--- config.mk ---
export PLATFORM = sky130hd
export DESIGN_NAME = prog_loader
export DESIGN_NICKNAME = d
export VERILOG_FILES = /design/src/rtl/prog_loader.sv
export SDC_FILE = /design/constraint.sdc
export NUM_CORES = 1
export LEC_CHECK = 0
export CAP_MARGIN = 40
export CORE_UTILIZATION = 35
export CTS_CLUSTER_DIAMETER = 150
export DETAILED_ROUTE_END_ITERATION = 7
export GPL_TIMING_DRIVEN = 0
export HOLD_SLACK_MARGIN = 0.15
export MAX_ROUTING_LAYER = met4
export PLACE_DENSITY = 0.56
export SYNTH_ARGS = -nofsm -noshare
export SYNTH_HDL_FRONTEND = slang
export SYNTH_SLANG_ARGS = --single-unit
--- constraint.sdc ---
create_clock -name clk -period 5.1 [get_ports clk]
set_input_delay 1.275 -clock clk [delete_from_list [all_inputs] [get_ports clk]]
set_output_delay 1.275 -clock clk [all_outputs]
set_load 0.02 [all_outputs]
--- src/rtl/prog_loader.sv ---
// Program loader: turns a framed byte stream into one-byte writes to the CPU's
// 16-byte memory, holding the CPU in reset for the frame. Define PROG_LOADER_CHECKSUM_EN to add the checksum byte.
// Latency: one WRITE cycle per data byte; s_ready drops during WRITE, RST and ERR.
module prog_loader #(
  parameter int RST_CYCLES = 4,
  parameter int TIMEOUT    = 255
) (
  input  logic       clk,
  input  logic       rst_n,
  input  logic [7:0] s_data,
  input  logic       s_valid,
  output logic       s_ready,
  output logic       ld_mode,
  output logic [3:0] ld_addr,
  output logic [7:0] ld_data,
  output logic       cpu_rst_n,
  output logic       busy,
  output logic       done,
  output logic       err
);

  typedef enum logic [2:0] {
    IDLE,
    DATA,
    WRITE,
`ifdef PROG_LOADER_CHECKSUM_EN
    CHK,
`endif
    RST,
    ERR
  } state_t;

  localparam logic [7:0] RST_LAST = 8'(RST_CYCLES - 1);
  localparam logic [7:0] TO_LAST  = 8'(TIMEOUT - 1);

  state_t     state;
  logic [3:0] addr;
  logic [4:0] remaining;
  logic [7:0] idle_cnt;
  logic [7:0] rst_cnt;
  logic       xfer;
  logic       timeout_hit;

  assign xfer        = s_valid & s_ready;
  assign timeout_hit = (TIMEOUT != 0) && !xfer && (idle_cnt == TO_LAST);

`ifdef PROG_LOADER_CHECKSUM_EN
  logic [7:0] sum;
  logic [7:0] sum_nxt;
  assign sum_nxt = sum + s_data;
`endif

  always_ff @(posedge clk or negedge rst_n) begin
    if (!rst_n) begin
      state     <= IDLE;
      s_ready   <= 1'b0;
      ld_mode   <= 1'b0;
      ld_addr   <= 4'd0;
      ld_data   <= 8'd0;
      cpu_rst_n <= 1'b1;
      busy      <= 1'b0;
      done      <= 1'b0;
      err       <= 1'b0;
      addr      <= 4'd0;
      remaining <= 5'd0;
      idle_cnt  <= 8'd0;
      rst_cnt   <= 8'd0;
`ifdef PROG_LOADER_CHECKSUM_EN
      sum       <= 8'd0;
`endif
    end else begin
      done <= 1'b0;
      case (state)
        IDLE: begin
          s_ready <= 1'b1;
          if (xfer) begin
            addr      <= s_data[7:4];
            remaining <= {1'b0, s_data[3:0]} + 5'd1;
            err       <= 1'b0;
            idle_cnt  <= 8'd0;
            cpu_rst_n <= 1'b0;
            busy      <= 1'b1;
            state     <= DATA;
`ifdef PROG_LOADER_CHECKSUM_EN
            sum       <= 8'd0;
`endif
          end
        end
        DATA: begin
          if (xfer) begin
            ld_data  <= s_data;
            ld_addr  <= addr;
            ld_mode  <= 1'b1;
            idle_cnt <= 8'd0;
            s_ready  <= 1'b0;
            state    <= WRITE;
`ifdef PROG_LOADER_CHECKSUM_EN
            sum      <= sum_nxt;
`endif
          end else if (timeout_hit) begin
            s_ready <= 1'b0;
            err     <= 1'b1;
            busy    <= 1'b0;
            state   <= ERR;
          end else begin
            idle_cnt <= idle_cnt + 8'd1;
          end
        end
        WRITE: begin
          ld_mode   <= 1'b0;
          addr      <= addr + 4'd1;
          remaining <= remaining - 5'd1;
          if (remaining == 5'd1) begin
`ifdef PROG_LOADER_CHECKSUM_EN
            s_ready <= 1'b1;
            state   <= CHK;
`else
            rst_cnt <= 8'd0;
            state   <= RST;
`endif
          end else begin
            s_ready <= 1'b1;
            state   <= DATA;
          end
        end
`ifdef PROG_LOADER_CHECKSUM_EN
        CHK: begin
          if (xfer) begin
            s_ready  <= 1'b0;
            idle_cnt <= 8'd0;
            if (sum_nxt == 8'd0) begin
              rst_cnt <= 8'd0;
              state   <= RST;
            end else begin
              state <= ERR;
            end
          end else if (timeout_hit) begin
            s_ready <= 1'b0;
            err     <= 1'b1;
            busy    <= 1'b0;
            state   <= ERR;
          end else begin
            idle_cnt <= idle_cnt + 8'd1;
          end
        end
`endif
        RST: begin
          // Release the CPU and report completion on the same edge.
          if (rst_cnt == RST_LAST) begin
            cpu_rst_n <= 1'b1;
            done      <= 1'b1;
            busy      <= 1'b0;
            s_ready   <= 1'b1;
            state     <= IDLE;
          end else begin
            rst_cnt <= rst_cnt + 8'd1;
          end
        end
        ERR: begin
          err     <= 1'b1;
          busy    <= 1'b0;
          s_ready <= 1'b1;
          state   <= IDLE;
        end
        default: state <= IDLE;
      endcase
    end
  end

endmodule

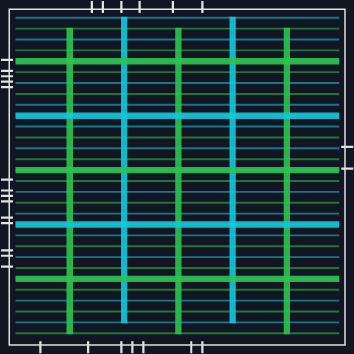
**Above:** run 1 (PDN straps and rails).
(4 px per um) Pins as bars on the die edge.
Green marks VSS. Cyan marks VDD.
29 signal pins sit on the boundary. 5 straps on met5.

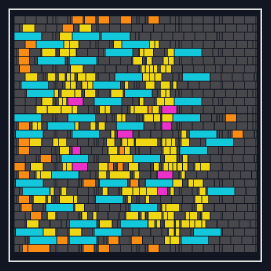
**Above:** run 1 (placed cells, one color a class).
(3 px per um) Fill, decap, tap and diode cells in gray.
Orange marks remaining buffers and delay cells, cells 35, share of their area 12%. Cyan marks sequential cells, cells 46, share of their area 42%. Magenta marks clock drivers and dummy loads, cells 8, share of their area 3.5%. Yellow marks combinational and other logic, cells 166, share of their area 42%.
num rows: 29
Final Util: 0.440
post-route cell area: 2810 um^2

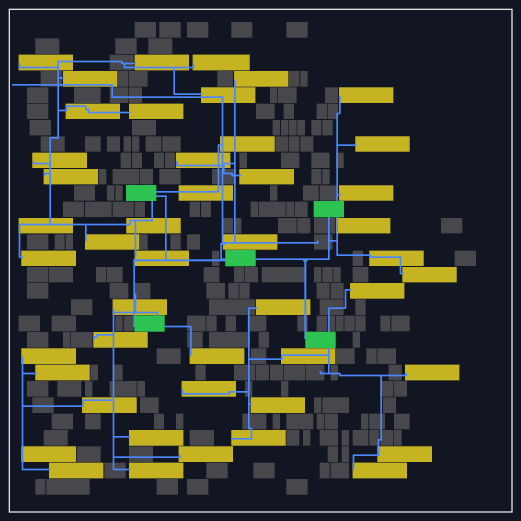
**Above:** run 1 (clock distribution).
(6 px per um)
Blue marks clock wires, length 627 um. Yellow marks flip-flops, count 46. Green marks clock drivers, count 5.
There are 6 routed clock nets. Position of the flops: all over the die.
Latency at later pin: 0.31 ns
Power Clock: 0.000235 W

==> impl_metrics.csv, run 1 <==
group,metric,value,unit
flow_run,maxCapViolCount,0,
detailed_routing,wl_met3,116,um
global_routing,grtUsageMet1,0.197,
synth,edf_count,0,
power,peakVddDrop,0.248,mV
placement,preCtsSetupSlack,1.99,ns
synth,ys_sh_xor,0.0301,
power,p_comb,0.000697,W
synth,synth_seq_share,0.495,
detailed_routing,dr_total_vias,1736,
worst_setup_path,cp_cell_sequence,"clkdlybuf4s50_1, nand2_2, nor3_1, o21bai_2, mux2_2",
floorplanning,die_y,83.5,um
worst_setup_path,startpoint,"s_valid",
synth,top_cells_by_count,"45 x dfrtp_1, 17 x nand2_1, 16 x nor2_1",
power,powerSeq,0.000608,W
worst_setup_path,cp_num_cells,5,
timing,report.final.hold_viol_count,0,
min_path,holdPathStages,2,
cells_and_area,inverters,9,
detailed_routing,wire_per_inst,14.2,um
synth,yosysMostFrequentCell,"dfrtp_1",
floorplanning,die_x,83.5,um
flow_run,tool_warnings,28,
min_path,min_delay_worst_endpoint,"ld_addr[3]",
global_routing,grt_use_total,0.149,
timing,timing.slew.headroom,0.447,
floorplanning,ioPinCount,29,
synth,synth.mux.area_fraction,0.0710,
placement,place_area,2720,um^2
timing,rsz0062_at_grt,"no",
synth,ys_ff,46,
synth,fa_ha_area_frac,0.0376,
cells_and_area,most-common-layout-cells,"45 x dfrtp_1, 27 x clkdlybuf4s50_1, 17 x nand2_1",
detailed_routing,dr.first_iter.drc_count,104,
cells_and_area,antennaDiodeCount,0,
cells_and_area,nClkBuffers,5,
detailed_routing,postRouteAntennaNets,0,
timing,period_used_share,0.545,
synth,top_logic_kind,"simple AND/OR/NAND/NOR gates",
synth,synth_top_flop_cell,"dfrtp_1",
synth,synthArstFlopShare,1.00,
worst_setup_path,path_max_fanout,10,
power,power_density,548,nW/um^2
detailed_routing,routed.top_layer,"met4",
cells_and_area,area_dominant_class,"registers",
floorplanning,initial_core_util,0.364,
worst_setup_path,reg2reg_to,"busy",
worst_setup_path,cp.required,5.30,ns
clocking,cts_max_level,2,
clocking,cts_sinks,46,
synth,ys_sh_aoi,0.145,
clocking,clk_pin_slew,0.10,ns
cells_and_area,sh_seq_area,0.410,
clocking,post_cts_buffers,0,
power,seq_power_share,0.395,
floorplanning,n_tap_cell,77,
synth,yosys.area_share.simple,0.191,
worst_setup_path,cp_slowest_cell,"clkdlybuf4s50_1",
worst_setup_path,cpLargestDelayFamily,"buffers and inverters",
power,power_frac_comb,0.452,
worst_setup_path,crit_path_start_kind,"input port",
worst_setup_path,r2r_start,"idle_cnt[0]",
global_routing,overflow,0,
cells_and_area,lay_top_count,"dfrtp_1",
outcome,status,"finished clean",
global_routing,grt_pass1_vias,1728,
power,power,0.00154,W
cells_and_area,fin_cells,332,
global_routing,top_usage_layer,"met2",
global_routing,grt_pass1_wl,8220,um
worst_setup_path,cp_slowest_stage_delay,0.57,ns
placement,hpwl,3320,um
worst_setup_path,crit_type,"input port to flip-flop",
cells_and_area,final_nets,272,
synth,syn_inst,218,
floorplanning,core,6390,um^2
cells_and_area,clock_area_frac,0.0334,
synth,ys_types,54,
worst_setup_path,ff2ff_path_depth,6,
worst_setup_path,crit_arrival,2.98,ns
cells_and_area,sh_comb_area,0.392,
power,p_switching,0.000606,W
detailed_routing,wl_met1,2350,um
synth,yosysTopAreaCellShare,0.484,
cells_and_area,largestRegisters,"idle_cnt x8, ld_data x8, rst_cnt x8",
cells_and_area,layout-drive-gt1-share,0.157,
clocking,cts_tree,"done",
cells_and_area,seq_area,1150,um^2
timing,max_freq,360,MHz
worst_setup_path,r2r_slack,3.25,ns
timing,skew,0.0108,ns
floorplanning,chipArea,6980,um^2
synth,ys_cells,218,
timing,setup_ws,2.32,ns
global_routing,grt_max_degree,26,
synth,yosys_area,2330,um^2
placement,globalplace.congestion,0.718,
power,power_leader,"combinational cells",
timing,fin_crit,2.78,ns
clocking,cts_buffer_depth,2,
cells_and_area,fillers,622,
placement,place_inst,324,
cells_and_area,syn2layout_area_growth,20.9,%
detailed_routing,routed_wl,4700,um
cells_and_area,logic_gates,157,
global_routing,grt_antenna_before_repair,0,
timing,worstMarginPinSlew,0.828,ns
power,clockPowerShare,0.153,
timing,hold_slack,0.511,ns
detailed_routing,drc_errors,0,
cells_and_area,nNonClkBuffers,35,
clocking,cts_buffers,5,
clocking,cts_root_buf,"clkbuf_8",
power,p_leak,1.19,nW
cells_and_area,buf_share,0.118,
cells_and_area,combGateArea,1100,um^2
synth,avgSynthCellArea,10.7,um^2
synth,yosys_warnings,0,
power,power.share.switching,0.393,
detailed_routing,post_drt_via_cell_ratio,5.23,
timing,slew_violations,0,
global_routing,grt.met2_usage,0.233,
worst_setup_path,endpoint,"idle_cnt[1]",
timing,finalSetupViolCount,0,
clocking,cts-resized-gates,0,
placement,port_buffers,28,
timing,tns,0,ns
synth,floorplan.nets,236,
worst_setup_path,worst-path-buf-inv,1,
min_path,min_path_type,"flip-flop to flip-flop",
min_path,min-delay-start,"ld_addr[3]",
cells_and_area,seq_cells,46,
synth,largest_area_cell,"dfrtp_1",
==> run 2, diff against run 1 <==
clock period = 2.7 ns   (was 5.1 ns; I/O delays follow)
==> impl_metrics.csv, run 2 <==
group,metric,value,unit
floorplanning,ioPinCount,29,
synth,syn_inst,218,
global_routing,grt_use_total,0.149,
detailed_routing,routed.top_layer,"met4",
timing,tns,0,ns
synth,top_cells_by_count,"45 x dfrtp_1, 17 x nand2_1, 16 x nor2_1",
synth,ys_ff,46,
timing,period_used_share,0.807,
global_routing,top_usage_layer,"met2",
worst_setup_path,ff2ff_path_depth,6,
outcome,status,"finished clean",
global_routing,grt_max_degree,26,
synth,synth_seq_share,0.495,
clocking,cts_sinks,46,
timing,hold_slack,0.346,ns
synth,yosysMostFrequentCell,"dfrtp_1",
worst_setup_path,worst-path-buf-inv,1,
detailed_routing,dr.first_iter.drc_count,104,
synth,yosysTopAreaCellShare,0.484,
power,power,0.00291,W
worst_setup_path,crit_path_start_kind,"input port",
cells_and_area,area_dominant_class,"registers",
placement,hpwl,3320,um
power,peakVddDrop,0.469,mV
cells_and_area,lay_top_count,"dfrtp_1",
synth,top_logic_kind,"simple AND/OR/NAND/NOR gates",
timing,fin_crit,2.18,ns
timing,rsz0062_at_grt,"no",
timing,report.final.hold_viol_count,0,
worst_setup_path,reg2reg_to,"busy",
power,p_comb,0.00132,W
synth,avgSynthCellArea,10.7,um^2
worst_setup_path,cp_slowest_cell,"clkdlybuf4s50_1",
synth,ys_sh_aoi,0.145,
clocking,cts_buffers,5,
synth,floorplan.nets,236,
cells_and_area,syn2layout_area_growth,20.9,%
flow_run,tool_warnings,28,
timing,worstMarginPinSlew,0.828,ns
cells_and_area,sh_seq_area,0.410,
synth,yosys_warnings,0,
floorplanning,die_y,83.5,um
clocking,cts_max_level,2,
floorplanning,rows,29,
worst_setup_path,r2r_slack,0.85,ns
synth,largest_area_cell,"dfrtp_1",
cells_and_area,antennaDiodeCount,0,
timing,timing.slew.headroom,0.447,
global_routing,grt_pass1_vias,1728,
floorplanning,chipArea,6980,um^2
clocking,cts_root_buf,"clkbuf_8",
timing,setup_ws,0.522,ns
worst_setup_path,cp_slowest_stage_delay,0.57,ns
placement,globalplace.congestion,0.718,
cells_and_area,buf_share,0.118,
min_path,min_path_type,"input port to async pin",
placement,port_buffers,28,
synth,ys_sh_xor,0.0301,
detailed_routing,post_drt_via_cell_ratio,5.23,
worst_setup_path,cp_num_cells,5,
placement,preCtsSetupSlack,0.195,ns
power,p_leak,1.19,nW
timing,finalSetupViolCount,0,
placement,place_inst,324,
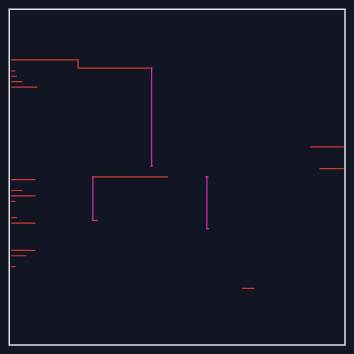
**Above:** run 2 (signal wires by layer).
(4 px per um) Two of the layers only.
Magenta marks metal 4, wire length 48.3 um. Red marks metal 3, wire length 116 um.

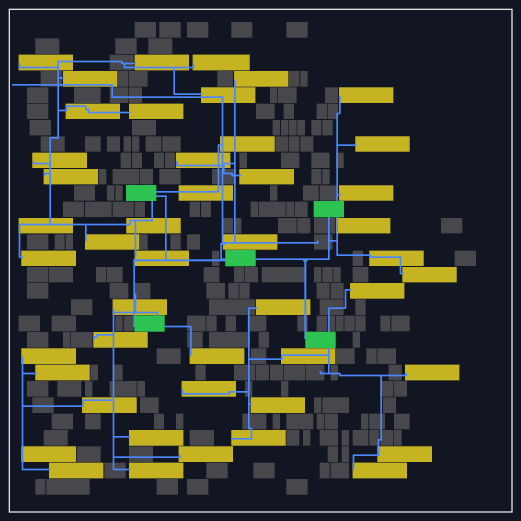
**Above:** run 2 (clock distribution).
(6 px per um)
Green marks clock drivers, count 5. Yellow marks flip-flops, count 46. Blue marks clock wires, length 627 um.
There are 6 routed clock nets. Position of the flops: all over the die.
worst-case clock skew: 0.0108 ns
clock share of power: 0.153
Power Clock: 0.000444 W

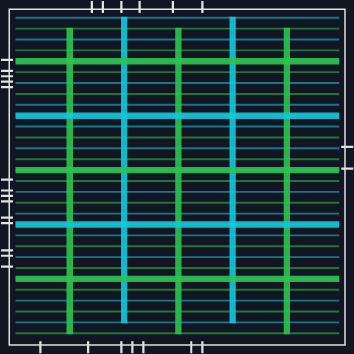
**Above:** run 2 (PDN straps and rails).
(4 px per um) Pins as bars on the die edge.
Green marks VSS. Cyan marks VDD.
5 straps on met5. The core has 29 rows. 5 straps on met4. 30 met1 rails follow the rows. 29 signal pins sit on the boundary.

Power and IR drop assume default switching activity.
